Fig. 1: met1 routing
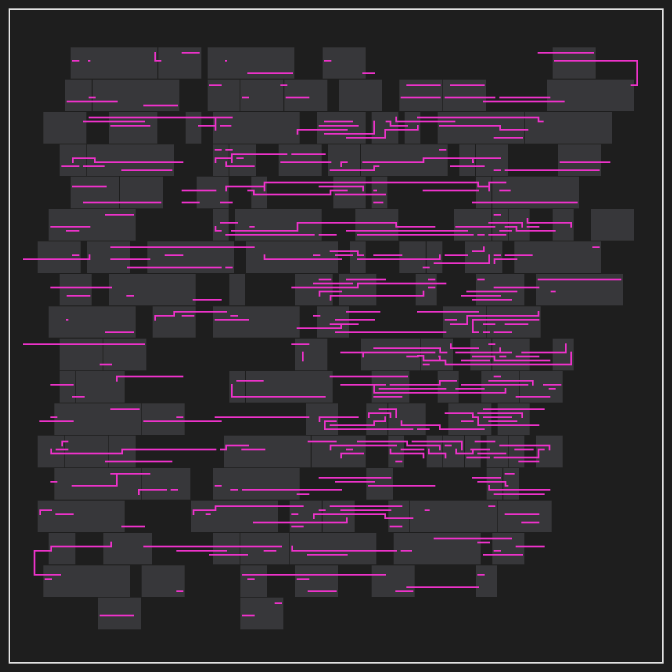
Fig. 2: routed metal per tile
Bar = 20 um. 11 x 11 tiles, from dark purple (low) to yellow (high), scaled to the fullest tile. Values are wire area over tile area, all layers added.
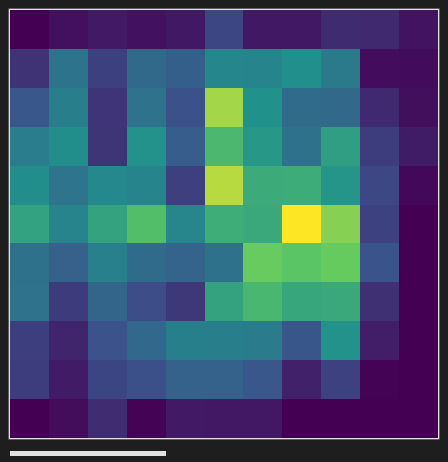
## src/rtl/cim_row_ctrl.sv

```systemverilog
// cim_row_ctrl: access sequencer for the 4-row CIM array's row decoder.
// Accepts one read / write / MAC request at a time and steps the decoder
// pins through SETUP -> ACTIVE -> PRECHARGE -> DONE. It is the only driver of
// the decoder's control pins, and every output comes straight from a flop.
//
// Ports
//   clk, rst              clock; synchronous active-high reset
//   req_valid/req_ready   request handshake (ready only in IDLE)
//   req_op                00 read, 01 write, 10 MAC, 11 illegal
//   req_addr, req_data    target row, and write data or MAC input vector
//   MAC_en, read_bar,
//   w_en, CS, addr, data  row_decoder pins
//   sa_en                 sense-amp strobe (last ACTIVE cycle of read/MAC)
//   resp_valid, resp_err  one-cycle completion pulse; err = illegal op
module cim_row_ctrl #(
  parameter int ACT_CYCLES = 2,
  parameter int PRE_CYCLES = 1
) (
  input  logic       clk,
  input  logic       rst,
  input  logic       req_valid,
  output logic       req_ready,
  input  logic [1:0] req_op,
  input  logic [1:0] req_addr,
  input  logic [3:0] req_data,
  output logic       MAC_en,
  output logic       read_bar,
  output logic       w_en,
  output logic       CS,
  output logic [1:0] addr,
  output logic [3:0] data,
  output logic       sa_en,
  output logic       resp_valid,
  output logic       resp_err
);

  typedef enum logic [2:0] {
    S_IDLE, S_SETUP, S_ACTIVE, S_PRE, S_DONE
  } state_t;

  localparam logic [1:0] OP_RD  = 2'b00;
  localparam logic [1:0] OP_WR  = 2'b01;
  localparam logic [1:0] OP_MAC = 2'b10;
  localparam logic [1:0] OP_ILL = 2'b11;

  localparam logic [3:0] ACT_LOAD = 4'(ACT_CYCLES - 1);
  localparam logic [3:0] PRE_LOAD = 4'(PRE_CYCLES - 1);

  state_t     state_q, state_d;
  logic [3:0] cnt_q, cnt_d;
  logic [1:0] op_q, op_d;
  logic [1:0] addr_lat_q, addr_lat_d;
  logic [3:0] data_lat_q, data_lat_d;

  logic       req_ready_q, req_ready_d;
  logic       mac_en_q, mac_en_d;
  logic       read_bar_q, read_bar_d;
  logic       w_en_q, w_en_d;
  logic       cs_q, cs_d;
  logic [1:0] addr_q, addr_d;
  logic [3:0] data_q, data_d;
  logic       sa_en_q, sa_en_d;
  logic       resp_valid_q, resp_valid_d;
  logic       resp_err_q, resp_err_d;

  // Next state, counter and request latches
  always_comb begin
    state_d    = state_q;
    cnt_d      = cnt_q;
    op_d       = op_q;
    addr_lat_d = addr_lat_q;
    data_lat_d = data_lat_q;
    case (state_q)
      S_IDLE: begin
        if (req_valid && req_ready_q) begin
          op_d       = req_op;
          addr_lat_d = req_addr;
          data_lat_d = req_data;
          state_d    = S_SETUP;
        end
      end
      S_SETUP: begin
        if (op_q == OP_ILL) begin
          state_d = S_DONE;
        end else begin
          state_d = S_ACTIVE;
          cnt_d   = ACT_LOAD;
        end
      end
      S_ACTIVE: begin
        if (cnt_q == 4'd0) begin
          if (PRE_CYCLES == 0) begin
            state_d = S_DONE;
          end else begin
            state_d = S_PRE;
            cnt_d   = PRE_LOAD;
          end
        end else begin
          cnt_d = cnt_q - 4'd1;
        end
      end
      S_PRE: begin
        if (cnt_q == 4'd0) state_d = S_DONE;
        else               cnt_d   = cnt_q - 4'd1;
      end
      S_DONE:  state_d = S_IDLE;
      default: state_d = S_IDLE;
    endcase
  end

  // Outputs are decoded from the state being entered so they can be
  // registered without adding a cycle of latency. Mode pins, addr and data
  // are identical in SETUP and ACTIVE, so nothing moves while CS is high.
  always_comb begin
    req_ready_d  = 1'b0;
    mac_en_d     = 1'b0;
    read_bar_d   = 1'b1;
    w_en_d       = 1'b0;
    cs_d         = 1'b0;
    addr_d       = 2'd0;
    data_d       = 4'd0;
    sa_en_d      = 1'b0;
    resp_valid_d = 1'b0;
    resp_err_d   = 1'b0;
    case (state_d)
      S_IDLE: req_ready_d = 1'b1;
      S_SETUP, S_ACTIVE: begin
        addr_d = addr_lat_d;
        data_d = data_lat_d;
        cs_d   = (state_d == S_ACTIVE);
        case (op_d)
          OP_RD:   read_bar_d = 1'b0;
          OP_WR:   w_en_d     = 1'b1;
          OP_MAC: begin
            mac_en_d   = 1'b1;
            read_bar_d = 1'b0;
          end
          default: ;
        endcase
        sa_en_d = (state_d == S_ACTIVE) && (cnt_d == 4'd0) &&
                  ((op_d == OP_RD) || (op_d == OP_MAC));
      end
      S_PRE: begin
        addr_d = addr_lat_d;
        data_d = data_lat_d;
      end
      S_DONE: begin
        resp_valid_d = 1'b1;
        resp_err_d   = (op_d == OP_ILL);
      end
      default: ;
    endcase
  end

  always_ff @(posedge clk) begin
    if (rst) begin
      state_q      <= S_IDLE;
      cnt_q        <= 4'd0;
      op_q         <= OP_RD;
      req_ready_q  <= 1'b1;
      mac_en_q     <= 1'b0;
      read_bar_q   <= 1'b1;
      w_en_q       <= 1'b0;
      cs_q         <= 1'b0;
      addr_q       <= 2'd0;
      data_q       <= 4'd0;
      sa_en_q      <= 1'b0;
      resp_valid_q <= 1'b0;
      resp_err_q   <= 1'b0;
    end else begin
      state_q      <= state_d;
      cnt_q        <= cnt_d;
      op_q         <= op_d;
      req_ready_q  <= req_ready_d;
      mac_en_q     <= mac_en_d;
      read_bar_q   <= read_bar_d;
      w_en_q       <= w_en_d;
      cs_q         <= cs_d;
      addr_q       <= addr_d;
      data_q       <= data_d;
      sa_en_q      <= sa_en_d;
      resp_valid_q <= resp_valid_d;
      resp_err_q   <= resp_err_d;
    end
  end

  // Request latches only carry data; they are always rewritten at accept.
  always_ff @(posedge clk) begin
    addr_lat_q <= addr_lat_d;
    data_lat_q <= data_lat_d;
  end

  assign req_ready  = req_ready_q;
  assign MAC_en     = mac_en_q;
  assign read_bar   = read_bar_q;
  assign w_en       = w_en_q;
  assign CS         = cs_q;
  assign addr       = addr_q;
  assign data       = data_q;
  assign sa_en      = sa_en_q;
  assign resp_valid = resp_valid_q;
  assign resp_err   = resp_err_q;

endmodule
```

## config.mk

```make
export PLATFORM = sky130hd
export DESIGN_NAME = cim_row_ctrl
export DESIGN_NICKNAME = d
export VERILOG_FILES = /design/src/rtl/cim_row_ctrl.sv
export SDC_FILE = /design/constraint.sdc
export NUM_CORES = 1
export LEC_CHECK = 0
export CORE_MARGIN = 2
export CORE_UTILIZATION = 45
export DETAILED_ROUTE_END_ITERATION = 8
export PLACE_DENSITY_LB_ADDON = 0.08
export SYNTH_ARGS = -nofsm -noshare
export SYNTH_HDL_FRONTEND = slang
export SYNTH_SLANG_ARGS = --single-unit
```

## constraint.sdc

```tcl
create_clock -name clk -period 3.5 [get_ports clk]
set_clock_uncertainty 0.1 [all_clocks]
set_input_delay 0.35 -clock clk [delete_from_list [all_inputs] [get_ports clk]]
set_output_delay 0.35 -clock clk [all_outputs]
set_load 0.01 [all_outputs]
```

==> CHANGELOG.md <==
### Changed

* Clk. pwr at 0.000180 W
* Fmax at 378 MHz
* Fraction of area in registers at 0.400
* Period utilisation layout at 0.756
* Top cells excl fill/tap: 29 x dfxtp_1, 24 x clkdlybuf4s50_1, 9 x nor2b_1
* Aoi share at 0.105
* Cell area leaders: dfxtp_1 50%, mux2_2 7.8%, nor2b_1 4.9%, nor4bb_1 2.6%, nor2_1 2.6%
* Gp weighted congestion at ~0.76
* Top logic family: simple AND/OR/NAND/NOR gates
* Comb/total area at 0.365
* FF+latch count, synth at 29
* First-pass GRT wire length at roughly 3700 um
* Die X at ~55 um
* Worst reg2reg path startpoint: cnt_q[0]
* Critical Path Start Type: register
* Unique masters post-synth at 38
* Fin Hold WS at ~0.37 ns
* M3 GR Usage at 0.0847
* GR peak layer: met2
* Hold_buf cts at 0
* Post-CTS Setup Repair Bufs at 0
* TritonCTS Buffers at 5
* Insertion Delay late pin at 0.31 ns
* Met3 wire length at 116 um
* Worst-Margin Slew at 0.683 ns
* Layout clock area frac at 0.0336
* Yosys Instances at 109
* Hold path cells at 1
* Worst-path clk slew at approximately 0.08 ns
* Die Y-Extent at 54.8 um
* Residual DRC at 0
* Gate count after technology mapping at 109
* Hold Path Class: register to register
* Max-slew violations at 0
* Num rows at 18
* Hold Crit Endpoint: addr_lat_q[1]
* Flip-flops with a built-in enable at 0
* Non-CTS buffers at 24
* Fin area at 1450 sq um
* Status: finished clean
* Most instantiated library cell after synthesis: dfxtp_1
* RSZ-0062 raised after global routing: false
* Hold path startpoint: addr_lat_q[1]
* Combinational gates at 71
* Register Area at 581 sq um
* Top Layer Used: met4
* Flip-flops at 29
* Largest net degree at the start of global routing at 16
* Net Switching at approximately 0.00028 W
* Grt ovf at 0
* XORs/XNORs by Area at 0.00755
* Yosys top cell by area: dfxtp_1
* Post-DP Area at about 1400 sq um
* Top Consumer: sequential cells
* Htree depth at 2
* Area leader share at 0.501
* Dominant logic cell type in the layout: dfxtp_1
* Worst slew margin at 0.541
* Starting Density at 0.472
* Detailed Routing Iterations Pass 1 at 4
* Setup Viol. Count Final at 0
* Max-area cell class: registers
* Non-Filler Instances at roughly 170
* Simple-Gate Fraction of Synth Area at 0.236
* Setup crit end: sa_en
* CP Depth at 8
* Synth Flop Type: dfxtp_1
* Worst slack at placement at between 0.9 and 1 ns
* Ports at 25
* Fin crit period at 2.65 ns
* PD cells at 647 nW/um^2
* Sw Ratio at 0.296
* Multiplexer share at 0.0863
* Clk pwr share at 0.192
* Synthesized area per cell at 10.6 sq um
* Multi-input logic area at about 530 sq um
Notes on Fig. 1 above:
share of all routed wire = 46%
longest straight run = 17.9 um
wire length on this layer = 1,020 um
main direction = horizontal
nets with wire on the layer = 136
DR vias: 869
drt total wl: 2200 um
grt met1 use: 0.212

Notes on Fig. 2 above:
emptiest ninth of the die = bottom right
mean over tiles = 0.12
densest ninth of the die = middle
nearly empty tiles = 11%
average wire per cell in the routed design: 13.2 um
total track usage: 0.181

Power figures rest on the tool's default switching activity, not on a simulated workload.
